--- src/rtl/boot_pkg.sv ---
// Shared boot-path definitions: UART receive state encoding, line levels and
// bit-period arithmetic that a future transmitter can reuse.
package boot_pkg;

  typedef enum logic [2:0] {
    IDLE,
    START,
    DATA,
    STOP,
    WAIT_HIGH
  } uart_rx_state_t;

  localparam logic UART_STOP_LEVEL = 1'b1;

  // Clock cycles per serial bit, rounded to nearest.
  function automatic int unsigned uart_bit_cycles(input int unsigned clk_frequency,
                                                  input int unsigned baud_rate);
    return (clk_frequency + baud_rate / 2) / baud_rate;
  endfunction

endpackage

--- src/rtl/sync_2ff.sv ---
// Two-flop synchronizer with a parameterized reset value, for bringing
// asynchronous boot inputs into the clk domain.
module sync_2ff #(
  parameter int unsigned           WIDTH       = 1,
  parameter logic [WIDTH-1:0]      RESET_VALUE = '0
) (
  input  logic             clk,
  input  logic             rst,
  input  logic [WIDTH-1:0] d,
  output logic [WIDTH-1:0] q
);

  logic [WIDTH-1:0] meta_q;
  logic [WIDTH-1:0] sync_q;

  always_ff @(posedge clk or posedge rst) begin
    if (rst) begin
      meta_q <= RESET_VALUE;
      sync_q <= RESET_VALUE;
    end else begin
      meta_q <= d;
      sync_q <= meta_q;
    end
  end

  assign q = sync_q;

endmodule

--- src/rtl/boot_uart_receiver.sv ---
// 8N1 UART receiver for the boot loader: mid-bit sampling of the synchronized
// RX line, one-cycle out_valid per good character, framing errors dropped.
module boot_uart_receiver
  import boot_pkg::*;
#(
  parameter int unsigned clk_frequency = 50 * 1000 * 1000,
  parameter int unsigned baud_rate     = 115200,
  parameter int unsigned char_width    = 8
) (
  input  logic                  clk,
  input  logic                  reset,
  input  logic                  rx,
  output logic                  out_valid,
  output logic [char_width-1:0] out_char,
  output logic                  framing_error,
  output logic                  busy
);

  localparam int unsigned BIT_CYCLES  = uart_bit_cycles(clk_frequency, baud_rate);
  localparam int unsigned HALF_CYCLES = BIT_CYCLES / 2;
  localparam int unsigned TW          = $clog2(BIT_CYCLES);
  localparam int unsigned IW          = $clog2(char_width + 1);

  localparam logic [TW-1:0] BIT_RELOAD  = TW'(BIT_CYCLES - 1);
  localparam logic [TW-1:0] HALF_RELOAD = TW'(HALF_CYCLES - 1);
  localparam logic [IW-1:0] LAST_INDEX  = IW'(char_width - 1);

  if (BIT_CYCLES < 4) begin : g_bad_baud
    $error("boot_uart_receiver: fewer than 4 clock cycles per bit");
  end

  logic rx_s;

  sync_2ff #(
    .WIDTH      (1),
    .RESET_VALUE(1'b1)
  ) u_rx_sync (
    .clk(clk),
    .rst(reset),
    .d  (rx),
    .q  (rx_s)
  );

  uart_rx_state_t        state_q, state_d;
  logic [TW-1:0]         bit_timer_q, bit_timer_d;
  logic [IW-1:0]         bit_index_q, bit_index_d;
  logic [char_width-1:0] shift_reg_q, shift_reg_d;
  logic [char_width-1:0] out_char_q, out_char_d;
  logic                  out_valid_q, out_valid_d;
  logic                  framing_error_q, framing_error_d;

  wire timer_done = (bit_timer_q == '0);

  always_comb begin
    state_d         = state_q;
    bit_timer_d     = bit_timer_q;
    bit_index_d     = bit_index_q;
    shift_reg_d     = shift_reg_q;
    out_char_d      = out_char_q;
    out_valid_d     = 1'b0;
    framing_error_d = 1'b0;

    unique case (state_q)
      IDLE: begin
        if (!rx_s) begin
          bit_timer_d = HALF_RELOAD;
          state_d     = START;
        end
      end

      START: begin
        if (!timer_done) begin
          bit_timer_d = bit_timer_q - TW'(1);
        end else if (rx_s) begin
          state_d = IDLE;
        end else begin
          bit_timer_d = BIT_RELOAD;
          bit_index_d = '0;
          state_d     = DATA;
        end
      end

      DATA: begin
        if (!timer_done) begin
          bit_timer_d = bit_timer_q - TW'(1);
        end else begin
          // LSB arrives first, so shifting in at the MSB leaves bit 0 in place.
          shift_reg_d = {rx_s, shift_reg_q[char_width-1:1]};
          bit_index_d = bit_index_q + IW'(1);
          bit_timer_d = BIT_RELOAD;
          if (bit_index_q == LAST_INDEX) begin
            state_d = STOP;
          end
        end
      end

      STOP: begin
        if (!timer_done) begin
          bit_timer_d = bit_timer_q - TW'(1);
        end else if (rx_s == UART_STOP_LEVEL) begin
          out_char_d  = shift_reg_q;
          out_valid_d = 1'b1;
          state_d     = IDLE;
        end else begin
          framing_error_d = 1'b1;
          state_d         = WAIT_HIGH;
        end
      end

      WAIT_HIGH: begin
        if (rx_s) begin
          state_d = IDLE;
        end
      end

      default: state_d = IDLE;
    endcase
  end

  always_ff @(posedge clk or posedge reset) begin
    if (reset) begin
      state_q         <= IDLE;
      bit_timer_q     <= '0;
      bit_index_q     <= '0;
      shift_reg_q     <= '0;
      out_char_q      <= '0;
      out_valid_q     <= 1'b0;
      framing_error_q <= 1'b0;
    end else begin
      state_q         <= state_d;
      bit_timer_q     <= bit_timer_d;
      bit_index_q     <= bit_index_d;
      shift_reg_q     <= shift_reg_d;
      out_char_q      <= out_char_d;
      out_valid_q     <= out_valid_d;
      framing_error_q <= framing_error_d;
    end
  end

  // The result pulse lands in the first IDLE cycle, so it extends busy.
  assign busy          = (state_q != IDLE) || out_valid_q || framing_error_q;
  assign out_valid     = out_valid_q;
  assign out_char      = out_char_q;
  assign framing_error = framing_error_q;

endmodule

--- config.mk ---
export PLATFORM = sky130hd
export DESIGN_NAME = boot_uart_receiver
export DESIGN_NICKNAME = d
export VERILOG_FILES = /design/src/rtl/boot_pkg.sv /design/src/rtl/sync_2ff.sv /design/src/rtl/boot_uart_receiver.sv
export SDC_FILE = /design/constraint.sdc
export NUM_CORES = 1
export LEC_CHECK = 0
export CELL_PAD_IN_SITES_DETAIL_PLACEMENT = 1
export CELL_PAD_IN_SITES_GLOBAL_PLACEMENT = 1
export CORE_MARGIN = 3
export CORE_UTILIZATION = 54
export CTS_CLUSTER_DIAMETER = 80
export DETAILED_ROUTE_END_ITERATION = 10
export DONT_BUFFER_PORTS = 1
export GPL_TIMING_DRIVEN = 0
export HOLD_SLACK_MARGIN = 0.03
export PLACE_DENSITY_LB_ADDON = 0.12
export SLEW_MARGIN = 5
export SYNTH_ARGS = -nofsm -noshare
export SYNTH_HDL_FRONTEND = slang
export SYNTH_SLANG_ARGS = --single-unit
export TNS_END_PERCENT = 30
--- constraint.sdc ---
create_clock -name clk -period 3.55 [get_ports clk]
set_input_delay 0.71 -clock clk [delete_from_list [all_inputs] [get_ports clk]]
set_output_delay 0.71 -clock clk [all_outputs]
set_load 0.01 [all_outputs]
Cell density map:
Scale bar: 20 um. 6 x 6 tiles, from white (low) to dark blue (high), 0 to 100% covered.
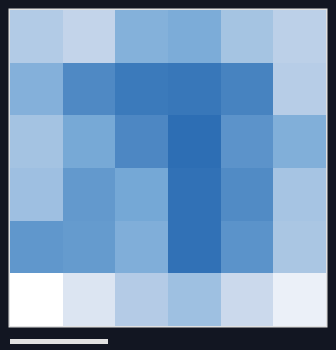
fullest tile	75%
mean over tiles	46%
densest ninth of the die	centre
nearly empty tiles	2.8%

Register map, names as in the netlist:
Scale bar: 20 um. Other sequential cells in the stronger grey, the rest of the logic in the fainter grey.
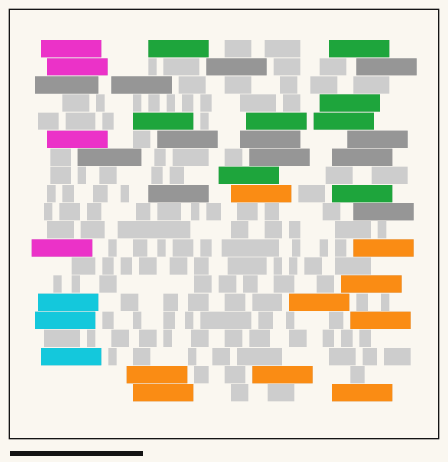
signal	colour	sequential cells
bit_index_q	magenta	4
shift_reg_q	green	8
state_q	cyan	3
bit_timer_q	orange	9
not coloured	12

==> flow_metrics.py <==
# Auto-generated metrics
metrics = {
    "cells_and_area": {
        "largest_cell_class": "flip-flops and latches",
        "clk_share_pct": 3.88,
        "n_all_buffers": 6,
        "comb_cells": 102,
        "final_util_pct": 62.4,
        "fillCellCount": 342,
        "diodes": 0,
        "syn_to_final_growth_pct": 7.16,
        "fin_area_um2": 1970,
        "drive_above_1_share_pct": 25.2,
        "clock_buffers": 6,
        "top_register": "bit_timer_q",
        "final_cells": 207,
        "flop-count": 36,
        "sh_comb_area_pct": 43.3,
        "logic_area_um2": 851,
        "bufAreaShareNonClock_pct": 2.04,
        "lay_top_cells": "dfrtp_1, inv_1, mux2_2, mux2_4, nor2_1",
        "largest_reg_flops": 9,
    },
    "min_path": {
        "hp-start": "rx",
        "whs_path_depth": 0,
        "hold_path_class": "in2reg",
    },
    "global_routing": {
        "grt_pass1_wl_um": 7200,
        "antenna_found_initial": 0,
        "track_usage_pct": 23.1,
        "met2_usage_pct": 38.1,
        "grt_max_degree": 37,
        "grt_util_met3_pct": 4.75,
        "use_met1_pct": 29.1,
        "overflow": 0,
        "grt.busiest_layer": "met2",
        "grt_pass1_vias": 1402,
    },
    "worst_setup_path": {
        "crit_arrival_ps": 2480,
        "path_depth": 7,
        "worstSetupPathType": "reg2reg",
        "critPathLaunch": "bit_timer_q[0]$_DFFE_PP0P_",
        "cp_num_buf_inv": 2,
        "ff2ff_path_depth": 7,
        "rrSetupSlack_ps": 1300,
        "crit_path_end": "out_char[4]$_DFFE_PP0P_",
        "worst_r2r_endpoint": "out_char[4]$_DFFE_PP0P_",
        "max_stage_delay_ps": 450,
        "cp_cell_sequence": "inv_1, ha_1, nor3b_4, nand3_2, or3_1, buf_6, mux2_4",
        "crit_path_start_kind": "register",
        "end_kind": "register",
        "crit_required_ps": 3780,
        "rr_startpoint": "bit_timer_q[0]$_DFFE_PP0P_",
        "critPathTopFamily": "simple AND/OR/NAND/NOR gates",
        "slowest_stage": "dfrtp_1",
    },
    "synth": {
        "yosys_area_um2": 1840,
        "top_cell": "dfrtp_1",
        "syn_inst": 155,
        "ys_sh_simple_pct": 16.6,
        "top_logic_kind": "simple AND/OR/NAND/NOR gates",
        "synth.avg_cell_area_um2": 11.8,
        "edf_count": 0,
        "fp_nets": 160,
        "ff_type": "dfrtp_1",
        "yosysWarnings": 0,
        "ys_sh_mux_pct": 13.8,
        "ys_types": 52,
        "netlist_area_um2": 1840,
        "largest_area_cell": "dfrtp_1",
        "synthAdderAreaFrac_pct": 1.36,
        "synth-seq-cells": 36,
        "synth_xor_xnor_area_share_pct": 0.477,
        "synth-compound-area-share_pct": 14.1,
        "ys_seq_share_pct": 49.2,
        "synthTopCellsByArea": "dfrtp_1, mux2_4, mux2_2",
        "yosys_cells": 155,
    },
    "clock_network": {
        "hold_buffers": 0,
        "htree_num_levels": 2,
        "clk_pin_slew_worst_paths_ps": 110,
        "root_buffer": "clkbuf_4",
        "cts_setup_buffers": 0,
        "worstSkewPairLatency_ps": 340,
        "cts_resized": 0,
        "cts_max_path_buffers": 2,
        "cts_made_buffers": 5,
    },
    "routing": {
        "postRouteAntennaNets": 0,
        "wl_met2_um": 2140,
        "drc": 0,
        "dr.first_iter.drc_count": 74,
        "met3_length_um": 90,
        "top_layer_used": "met4",
        "vias_per_cell": 6.15,
        "wl_met1_um": 1730,
        "wl_um": 4050,
        "vias": 1274,
    },
    "power": {
        "total_leakage_power_nw": 0.920,
        "pg_clk_uw": 283,
        "p_int_uw": 560,
        "power_switching_share_pct": 20.6,
        "p_comb_uw": 9.55,
        "p_sw_uw": 146,
        "p_total_uw": 706,
        "power_density_nw_per_um2": 359,
        "clkPwrFrac_pct": 40.1,
        "p_seq_uw": 414,
        "comb_power_share_pct": 1.4,
        "top_power_group": "registers",
    },
    "sta": {
        "skew_ps": 8.28,
        "finalClockPeriodUsage_pct": 63.3,
        "setup_tns_ps": 0,
        "maxSlewViolCount": 0,
        "max_slew_margin_pct": 50.3,
        "min_period_ps": 2250,
        "worst_slew_pin_slew_ps": 744,
        "timing.fmax_mhz": 445,
        "rsz0062_at_grt": "false",
        "layout_setup_ws_ps": 1300,
        "whs_ps": 353,
        "hold_viol": 0,
    },
    "die": {
        "ios": 14,
        "rows": 20,
        "fp_util_pct": 58.2,
        "taps": 44,
        "die_area_um2": 4130,
        "die_x_um": 64.3,
    },
    "placed_design": {
        "post-place-ws_ps": 1380,
        "gp_congestion": 0.834,
        "placed_area_um2": 1890,
        "place_inst": 199,
    },
    "job": {
        "maxCapViolCount": 0,
        "tool_warnings": 26,
    },
    "outcome": {
        "status": "completed",
    },
}
PDN straps and rails:
Scale bar: 20 um. Pins as bars on the die edge. Tap cells in grey.
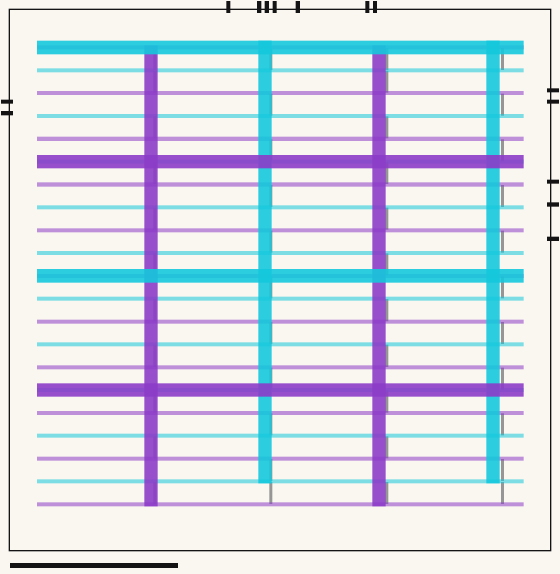
net	colour
VDD	cyan
VSS	purple
signal pins	14
met4 straps	4
met1 rails	21
rows	20
tap cells	44
Max VDD drop: 0.227 mV
Die Ht: 64.3 um
core area: 3150 um2

Power is estimated from default activity; no workload was simulated.
